[src/rtl/spi_wb_arbiter.sv]
// Two-master Wishbone-classic arbiter in front of the spi slave port.
// Round-robin grant with per-master lock for multi-register sequences.
// Optional macro SPI_ARB_TIMEOUT_EN: forces termination of a strobe that
// stays unacknowledged for TIMEOUT cycles (ack with all-ones read data).
module spi_wb_arbiter #(
    parameter int unsigned TIMEOUT = 1024
) (
    input  logic        clk_i,
    input  logic        rst_i,
    input  logic [3:2]  m0_adr_i,
    input  logic [3:0]  m0_sel_i,
    input  logic        m0_stb_i,
    input  logic        m0_we_i,
    input  logic [31:0] m0_dat_i,
    input  logic        m0_lock_i,
    output logic [31:0] m0_dat_o,
    output logic        m0_ack_o,
    input  logic [3:2]  m1_adr_i,
    input  logic [3:0]  m1_sel_i,
    input  logic        m1_stb_i,
    input  logic        m1_we_i,
    input  logic [31:0] m1_dat_i,
    input  logic        m1_lock_i,
    output logic [31:0] m1_dat_o,
    output logic        m1_ack_o,
    output logic [3:2]  spi_adr_o,
    output logic [3:0]  spi_sel_o,
    output logic        spi_stb_o,
    output logic        spi_we_o,
    output logic [31:0] spi_dat_o,
    input  logic [31:0] spi_dat_i,
    input  logic        spi_ack_i,
    output logic [1:0]  grant_o
);

    typedef enum logic [1:0] {IDLE, G0, G1} state_t;

    state_t state, state_nxt;
    logic   prio, prio_nxt;
    logic   tmo;

    if (TIMEOUT < 2) begin : g_bad_timeout
        $error("spi_wb_arbiter: TIMEOUT must be at least 2");
    end

`ifdef SPI_ARB_TIMEOUT_EN
    localparam int unsigned CW = $clog2(TIMEOUT + 1);
    logic [CW-1:0] cnt;

    assign tmo = (state != IDLE) && (cnt == CW'(TIMEOUT));

    // Count strobed-but-unacknowledged cycles of the current grant
    always_ff @(posedge clk_i) begin
        if (rst_i)
            cnt <= '0;
        else if (state_nxt == IDLE || spi_ack_i)
            cnt <= '0;
        else if (spi_stb_o)
            cnt <= cnt + CW'(1);
    end
`else
    assign tmo = 1'b0;
`endif

    // State and round-robin pointer registers
    always_ff @(posedge clk_i) begin
        if (rst_i) begin
            state <= IDLE;
            prio  <= 1'b0;
        end else begin
            state <= state_nxt;
            prio  <= prio_nxt;
        end
    end

    // Arbitration and release decisions
    always_comb begin
        state_nxt = state;
        prio_nxt  = prio;
        case (state)
            IDLE: begin
                if (m0_stb_i && (!m1_stb_i || !prio))
                    state_nxt = G0;
                else if (m1_stb_i)
                    state_nxt = G1;
            end
            G0: begin
                if (tmo || (!m0_lock_i && (spi_ack_i || !m0_stb_i))) begin
                    state_nxt = IDLE;
                    prio_nxt  = 1'b1;
                end
            end
            G1: begin
                if (tmo || (!m1_lock_i && (spi_ack_i || !m1_stb_i))) begin
                    state_nxt = IDLE;
                    prio_nxt  = 1'b0;
                end
            end
            default: state_nxt = IDLE;
        endcase
    end

    // Route the granted master to the slave and the slave response back
    always_comb begin
        spi_adr_o = '0;
        spi_sel_o = '0;
        spi_stb_o = 1'b0;
        spi_we_o  = 1'b0;
        spi_dat_o = '0;
        m0_ack_o  = 1'b0;
        m0_dat_o  = '0;
        m1_ack_o  = 1'b0;
        m1_dat_o  = '0;
        case (state)
            G0: begin
                spi_adr_o = m0_adr_i;
                spi_sel_o = m0_sel_i;
                spi_stb_o = m0_stb_i && !tmo;
                spi_we_o  = m0_we_i;
                spi_dat_o = m0_dat_i;
                m0_ack_o  = spi_ack_i || tmo;
                if (tmo)
                    m0_dat_o = '1;
                else if (spi_ack_i)
                    m0_dat_o = spi_dat_i;
            end
            G1: begin
                spi_adr_o = m1_adr_i;
                spi_sel_o = m1_sel_i;
                spi_stb_o = m1_stb_i && !tmo;
                spi_we_o  = m1_we_i;
                spi_dat_o = m1_dat_i;
                m1_ack_o  = spi_ack_i || tmo;
                if (tmo)
                    m1_dat_o = '1;
                else if (spi_ack_i)
                    m1_dat_o = spi_dat_i;
            end
            default: ;
        endcase
    end

    assign grant_o = {state == G1, state == G0};

endmodule

[config.mk]
export PLATFORM = sky130hd
export DESIGN_NAME = spi_wb_arbiter
export DESIGN_NICKNAME = d
export VERILOG_FILES = /design/src/rtl/spi_wb_arbiter.sv
export SDC_FILE = /design/constraint.sdc
export NUM_CORES = 1
export LEC_CHECK = 0
export CORE_AREA = 2 2 86 88
export CTS_CLUSTER_SIZE = 20
export DETAILED_ROUTE_END_ITERATION = 7
export DIE_AREA = 0 0 88 90
export PLACE_DENSITY = 0.72
export SLEW_MARGIN = 20
export SYNTH_ARGS = -nofsm -noshare
export SYNTH_HDL_FRONTEND = slang
export SYNTH_SLANG_ARGS = --single-unit
[constraint.sdc]
create_clock -name clk_i -period 1.51 [get_ports clk_i]
set_input_delay 0.151 -clock clk_i [delete_from_list [all_inputs] [get_ports clk_i]]
set_output_delay 0.151 -clock clk_i [all_outputs]
set_load 0.05 [all_outputs]
Figure 1. Power grid (run 1).
The bar under the picture is 20 microns long. Pins as bars on the die edge. Tap cells in grey.
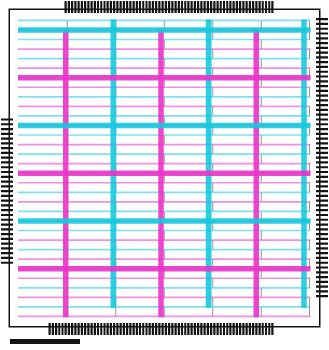
Key: cyan = VDD; magenta = VSS
6 straps on met5. 99 tap cells. 225 signal pins sit on the boundary.
die y size: 90 microns
worst vdd ir: 0.600 mV
die width: 88 microns

Figure 2. Placement by cell class (run 1).
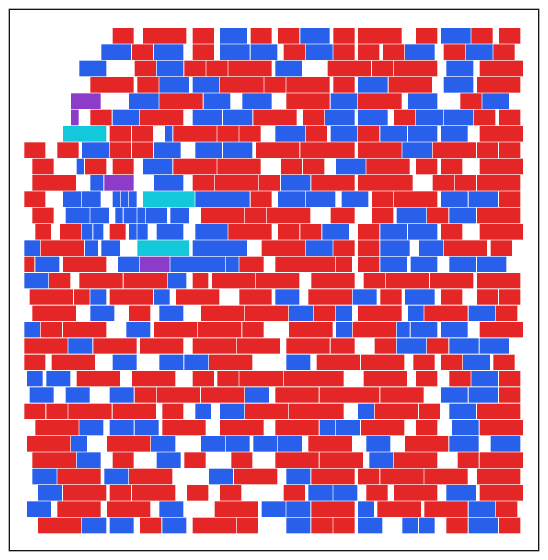
Key: purple = clock drivers and dummy loads [cells 4]; cyan = registers [cells 3]; blue = remaining logic cells [cells 173]; red = remaining buffers and delay cells [cells 250]
utilization after layout: 85.2%
Placeable Area: 7020 sq um

Figure 3. Clock distribution (run 1).
The bar under the picture is 20 microns long.
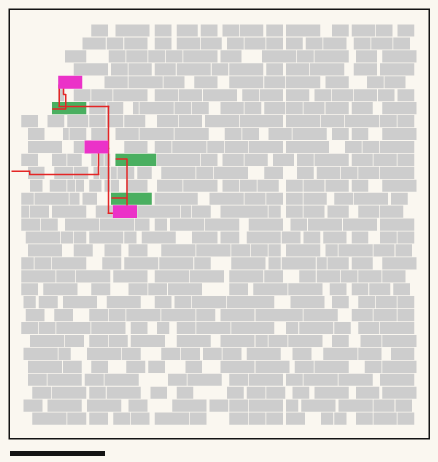
Key: red = clock wires [length 99.7 microns]; green = flip-flops [count 3]; magenta = clock-net drivers [count 3]
There are 4 routed clock nets.
clk pwr: 0.000237 W
clk_skew: 0.000974 ns
Worst-Skew Late Latency: 0.22 ns

Figure 4. Routed metal, one colour a layer (run 1).
The bar under the picture is 20 microns long. Only two layers are drawn.
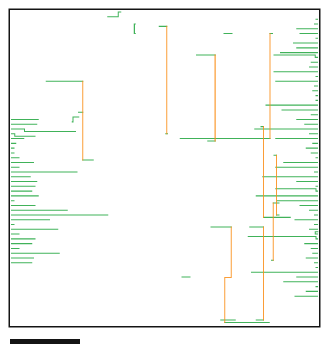
Key: orange = M4 [wire length 222 microns]; green = M3 [wire length 670 microns]
Vias: 2,585
DR WL/cell: 20.7 microns
Detailed Route WL: 11,000 microns

-- run 1: placed cells by master, fill, tap and decap left out, types with 2 or more instances in the layout --
cell,n
buf_12,119
clkdlybuf4s50_1,115
and3_4,50
a22oi_2,40
nor2b_4,40
and3_2,14
nand2_1,5
buf_4,5
ha_4,3
clkbuf_8,3
buf_16,3
clkbuf_16,3
buf_6,3
nor2b_2,2
nor2_1,2
nand3_1,2
a31o_1,2
dfxtp_4,2
-- run 1: worst register-to-register path: stages, from the launching register on --
cell and delay, ns:
dfxtp_4 0.37, inv_4 0.05, ha_4 0.21, buf_12 0.16, buf_4 0.13, o21ai_2 0.07, nand3_1 0.14, a31o_1 0.24
-- run 1: stage by stage --
step                      cell area (sq um)  TNS, ns  hold WS [ns]  power, W
after detailed placement               5450   -0.937         0.492   0.00339
after global routing                   5980   -14.92         0.499   0.00431
final                                  5980    -9.88         0.507   0.00417
after floorplan                        1940    -3.04         0.334   0.00190
after global placement                 5450  -0.0330         0.463   0.00334
after CTS                              5910   -10.27         0.501   0.00403
-- run 1: area by class of cell --
class	count	area [sq um]	area share, %
multi-input combinational	170	1950	32.5
timing repair buffer	250	3780	63.2
tap	99	124	2.07
inverter	3	18.8	0.314
sequential	3	67.6	1.13
clock buffer	4	45.0	0.753
-- run 1: cells by family (layout without fill, tap and decap cells) --
| logic type | after synthesis | after routing | synth area share (%) |
|---|---|---|---|
| AND-OR/OR-AND | 44 | 44 | 24.7 |
| adder cells (fa/ha/maj) | 4 | 4 | 3.73 |
| multiplexers | 1 | 1 | 0.746 |
| flip-flops | 3 | 3 | 4.47 |
| AND/OR/NAND/NOR | 121 | 121 | 55.5 |
| buffers and inverters | 30 | 257 | 10.8 |
-- run 1: state kept, by name (all words and copies together), names as in the netlist --
name,cells
state,2
prio,1
==> qor.yml, run 1 <==
worst_hold_path:
  min_path_type: "reg2reg"
  hold_depth: 1
synth:
  top_cell_area_share_pct: 29.8
  synth.distinct_cells: 21
  async_flop_share_pct: 0
  yosys-top-cells-count: "64 x and3_1, 41 x nor2b_1, 40 x a22oi_1"
  synth_nets: 324
  syn_inst: 203
  yosysMostFrequentCell: "and3_1"
critical_path:
  cp-start-kind: "register"
  cp_num_cells: 5
  crit_family: "flip-flops"
  endpoint: "spi_dat_o[25]"
  crit_chain: "inv_6 > ha_4 > buf_16 > nor2b_4 > buf_12"
routing:
  ant_nets: 0
  top_layer_used: "met4"
  dr_wl_met3_microns: 670
pwr:
  p_sw_w: 0.00183
  maxPowerGroup: "combinational logic"
  swShare_pct: 44.0
  pg_seq_w: 0.000114
  comb_cell_power_w: 0.00381
  seqPwrFrac_pct: 2.7
clock_tree:
  clock-sinks: 3
  root_buffer: "clkbuf_8"
final_timing:
  finalCriticalPeriod_ns: 1.66
  setup_violations: 103
  worst_slack_ns: -0.146
  hold_viol: 0
  drv_slew: 0
global_routing:
  met1_usage_pct: 25.2
flow_run:
  warnings: 32
placement:
  hpwl_microns: 7630
run_status:
  run_status: "complete, but fails checks"
  violations: "negative setup slack"
final_layout:
  final_cells: 529
  fin_nets: 552
  fill_cells: 338
  layout-drive-gt1-share_pct: 68.4
Figure 5. Clock wiring as the flow saved it (run 1).
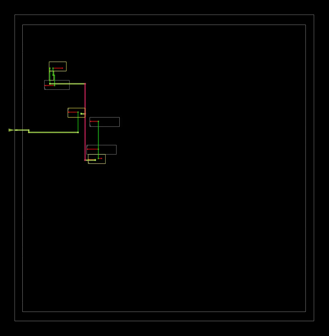

## Run 2: what changed since run 1
--- a/config.mk
+++ b/config.mk
@@ -9,7 +9,7 @@
 export CTS_CLUSTER_SIZE = 20
 export DETAILED_ROUTE_END_ITERATION = 7
 export DIE_AREA = 0 0 88 90
-export PLACE_DENSITY = 0.72
+export PLACE_DENSITY = 0.7
 export SLEW_MARGIN = 20
 export SYNTH_ARGS = -nofsm -noshare
 export SYNTH_HDL_FRONTEND = slang
Figure 6. Clock wiring as the flow saved it (run 2).
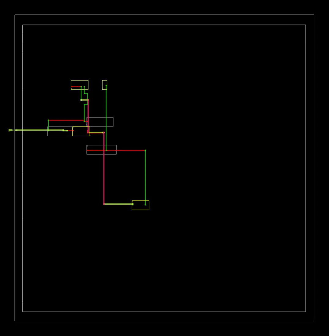
flop count: 3
Worst-Skew Late Latency: 0.23 ns
CTS Buf Count: 3

Figure 7. Placement by cell class (run 2).
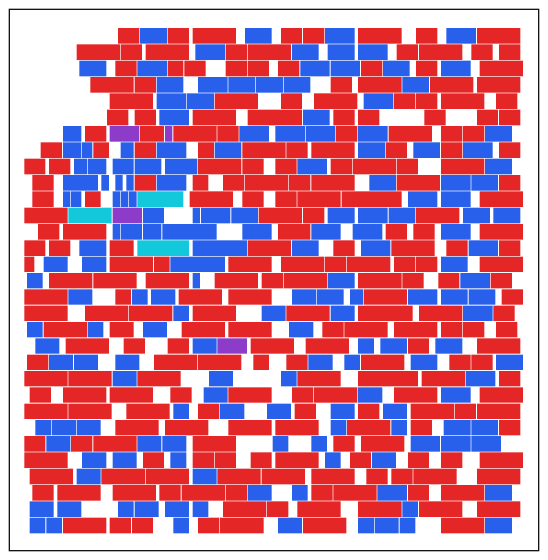
Seq/total area: 1.10%
Rows: 31
final instance area: 5930 sq um
utilization after layout: 84.4%

Figure 8. Routed metal, one colour a layer (run 2).
The bar under the picture is 20 microns long. Only two layers are drawn.
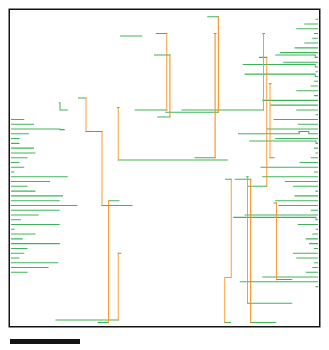
Key: green = M3 [wire length 865 microns]; orange = M4 [wire length 422 microns]
Detailed Route WL: 11,200 microns
Vias: 2,647

==> run 2 against run 1 <==
The flow still finishes with violations (negative setup slack). Register-to-register slack worse by 0.20 ns. Sequential power is 6% lower. Die area is the same. Synthesized cell count unchanged. Non-clock buffer count rose by 1. Hold slack lost 0.018 ns. Combinational power hardly changed. Area after synthesis did not move. Fmax is 3.0% lower. Power fell by 0.35%. Highest routed layer unchanged.
==> qor.yml, run 2 <==
run_status:
  run_status: "complete, but fails checks"
  violations: "negative setup slack"
final_timing:
  worst_slack_ns: -0.197
  finalCriticalPeriod_ns: 1.71
  totalNegativeSetupSlack_ns: -16.86
  setup_violations: 108
  fin_skew_ns: 0.00413
global_routing:
  antenna_found_initial: 0
final_layout:
  final_cells: 530
  layout-drive-gt1-share_pct: 68.9
  fin_nets: 553
  reg.largest.list: "state (2), prio (1)"
  largest_reg_flops: 2
  fill_cells: 347
  largest_register: "state"
  layout_top_cell: "buf_12"
  lay_top_cells: "119 x buf_12, 115 x clkdlybuf4s50_1, 40 x a22oi_2, 40 x nor2b_4, 40 x and3_4"
critical_path:
  cp-start-kind: "register"
synth:
  top_cell_area_share_pct: 29.8
  yosys-top-cells-count: "64 x and3_1, 41 x nor2b_1, 40 x a22oi_1"
  synth_nets: 324
  synth.distinct_cells: 21
  ys.flops: 3
  async_flop_share_pct: 0
pwr:
  seqPwrFrac_pct: 2.6
  p_sw_w: 0.00185
  swShare_pct: 44.6
  ir_drop_mv: 0.652
flow_run:
  warnings: 32
worst_hold_path:
  hold_depth: 5
  min_path_type: "in2reg"
clock_tree:
  root_buffer: "clkbuf_8"
floorplan:
  die_height_microns: 90
  core_sq_um: 7020
placement:
  postPlaceCellArea_sq_um: 5420
  hpwl_microns: 7640
routing:
  ant_nets: 0
  routedWlPerCell_microns: 21.1
## run 2: cell count changes in the layout (fill, tap and decap cells not counted), sizes merged
cell    previous run  this run
buf              132       134
clkbuf             7         6
## run 2: stage by stage
step	hold WS (ns)	total power (W)	util, %
6_report	0.489	0.00415	84.4
5_1_grt	0.509	0.00430	84.4
4_1_cts	0.492	0.00410	83.8
3_5_place_dp	0.482	0.00335	77.2
3_3_place_gp	0.460	0.00331	77.2
2_1_floorplan	0.334	0.00190	-
## run 2: worst max-delay path: stages (launching register included)
cell	delay [ns]
dfxtp_2	0.35
inv_2	0.08
ha_4	0.32
buf_4	0.13
buf_12	0.13
nor2b_4	0.18
buf_12	0.15
## run 2: cell type report
class / instances / area (sq um) / share of cell area [%]
well taps: 99 / 124 / 2.09
clock buffers: 4 / 45.0 / 0.760
flip-flops and latches: 3 / 65.1 / 1.10
repair buffers: 251 / 3750 / 63.3
multi-input cells: 170 / 1930 / 32.5
inverters: 3 / 11.3 / 0.190
## run 2: kinds of logic (layout without fill, tap and decap cells)
family                     after synthesis  count (layout)  share of synthesized area [%]
AOI/OAI and AO/OA                       44              44                           24.7
adders and majority gates                4               4                           3.73
DFF                                      3               3                           4.47
and+or+nand+nor                        121             121                           55.5
buffers and inverters                   30             258                           10.8
muxes                                    1               1                          0.746
## run 2: power groups by stage
stage	logic [W]	registers, W	clock network [W]
final	0.00378	0.000107	0.000260
after CTS	0.00375	0.000104	0.000250
after global routing	0.00392	0.000108	0.000280
after floorplan	0.00179	0.000105	0
after detailed placement	0.00324	0.000104	0
after global placement	0.00320	0.000103	0
## run 2: routing by layer
metal,share of wire (%),vias to the layer above,global-route usage (%)
li1,-,1207,-
met1,32,1282,25.8
met2,56,126,51.1
met3,7.7,32,7.07
met4,3.8,0,10.4
met5,0,-,0
Figure 9. Clock distribution (run 2).
The bar under the picture is 20 microns long.
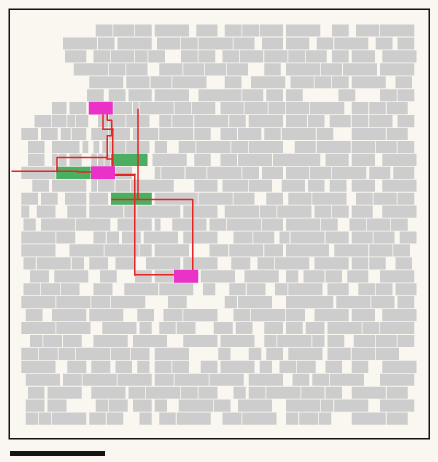

## Run 3: what changed since run 2
--- a/config.mk
+++ b/config.mk
@@ -10,6 +10,7 @@
 export DETAILED_ROUTE_END_ITERATION = 7
 export DIE_AREA = 0 0 88 90
 export PLACE_DENSITY = 0.7
+export REMOVE_ABC_BUFFERS = 1
 export SLEW_MARGIN = 20
 export SYNTH_ARGS = -nofsm -noshare
 export SYNTH_HDL_FRONTEND = slang
Figure 10. Clock distribution (run 3).
The bar under the picture is 20 microns long.
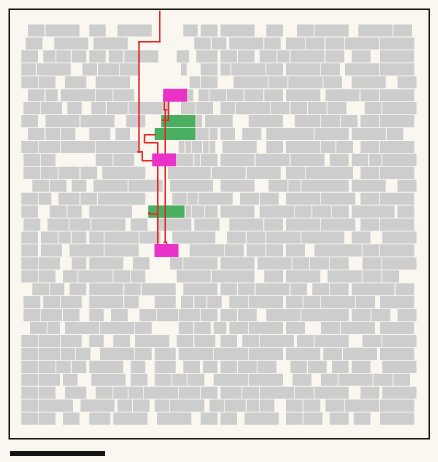
clk pwr: 0.000241 W
clock share of power: 5.9%
Worst-Skew Late Latency: 0.22 ns
clk_skew: 0.00584 ns

Figure 11. Placement by cell class (run 3).
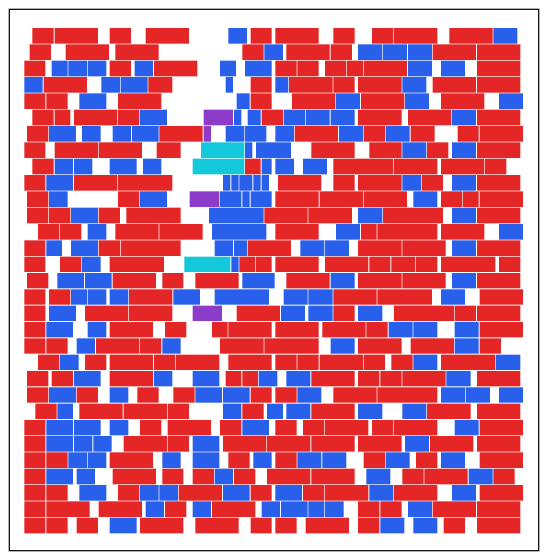
Key: purple = clock drivers and dummy loads [cells 4]; blue = remaining logic cells [cells 173]; cyan = registers [cells 3]; red = remaining buffers and delay cells [cells 266]
utilization after layout: 87.0%
Seq/total area: 1.06%
final instance area: 6110 sq um

==> run 3 against run 2 <==
The flow still finishes with violations (negative setup slack). Wire length increased by 7.9%. Highest routed layer unchanged. Sequential power about the same. Utilization increased by 2.6 points. Sequential cell count unchanged. Critical path depth unchanged. Non-clock buffer count increased by 15. Hold slack about the same. Clock skew increased by 0.0017 ns. Die area unchanged. Combinational power about the same.
==> qor.yml, run 3 <==
final_timing:
  setup_violations: 108
  drv_slew: 0
  worst_slack_ns: -0.187
critical_path:
  max_stage_delay_ns: 0.33
  cp-start-kind: "register"
  cp_slowest_cell: "dfxtp_2"
global_routing:
  grtUsageMet2_pct: 53.0
routing:
  ant_nets: 0
  dr_wl_met3_microns: 997
  wl_met1_microns: 3990
placement:
  hpwl_microns: 7390
synth:
  synthXorXnorAreaFrac_pct: 0
  top_cell_area_share_pct: 29.8
  ys_sh_mux_pct: 0.746
  yosys-top-cells-count: "64 x and3_1, 41 x nor2b_1, 40 x a22oi_1"
  async_flop_share_pct: 0
  ys_sh_aoi_pct: 24.7
run_status:
  run_status: "complete, but fails checks"
  violations: "negative setup slack"
clock_tree:
  clock-sinks: 3
  cts_buffers: 3
final_layout:
  largest_reg_flops: 2
  fin_nets: 568
  largest_register: "state"
  lay_top_cells: "122 x buf_12, 116 x clkdlybuf4s50_1, 64 x and3_4, 42 x nor2b_2, 33 x a22oi_2"
floorplan:
  die_height_microns: 90
Figure 12. Routed metal, one colour a layer (run 3).
The bar under the picture is 20 microns long. Only two layers are drawn.
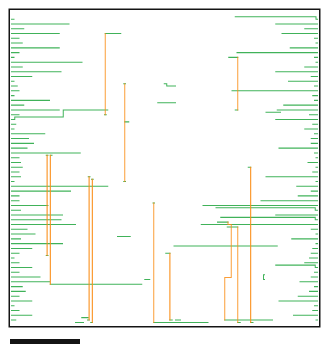
Key: green = M3 [wire length 998 microns]; orange = M4 [wire length 368 microns]
total track usage: 27.7%
Vias: 2,730
Detailed Route WL: 12,100 microns
DR WL/cell: 22.1 microns

[run 3: cell types whose count changed in the layout (fill, tap and decap cells not counted), moves of 3 or more]
cell       before  now
and3_4         40   64
nor2b_2         2   42
buf_16          2    6
nor2b_4        40    0
a22oi_1         0    7
and3_2         24    0
clkbuf_16       2    7
a22oi_2        40   33
buf_12        119  122
[run 3: power breakdown]
part / total (W) / switching, W / internal [W]
Sequential: 0.000108 / 0.0000135 / 0.0000941
Combinational: 0.00376 / 0.00172 / 0.00204
Clock: 0.000241 / 0.0000601 / 0.000181
Total: 0.00411 / 0.00179 / 0.00232
[run 3: area by class of cell]
type	instances	area (sq um)
repair buffers	266	4080
multi-input cells	170	1780
fillers	309	911
well taps	99	124
flip-flops and latches	3	65.1
clock buffers	4	45.0
inverters	3	13.8
[run 3: repair_timing]
item,in CTS,in global routing
endpoints found under the setup margin,106,107
gates cloned,7,7
pin swaps,2,11
setup buffers,8,5
gates resized,144,23
[run 3: worst paths after layout]
kind                                       startpoint                    end  slack, ns  cells past startpoint
worst min register to register      prio$_SDFFE_PP0P_      prio$_SDFFE_PP0P_       0.49                      1
worst max register to register  state[1]$_SDFFE_PP0P_  state[0]$_SDFFE_PP0P_      -0.03                      8
worst max-delay path            state[1]$_SDFFE_PP0P_           m1_dat_o[14]      -0.19                      6
worst min-delay path                prio$_SDFFE_PP0P_      prio$_SDFFE_PP0P_       0.49                      1
[run 3: stage by stage]
step | area (sq um) | std cells
6_report | 6110 | 545
3_3_place_gp | 4890 | 515
4_1_cts | 5810 | 534
5_1_grt | 6110 | 545
3_5_place_dp | 4890 | 515
2_1_floorplan | 1210 | 176
Power is estimated from default activity; no workload was simulated.
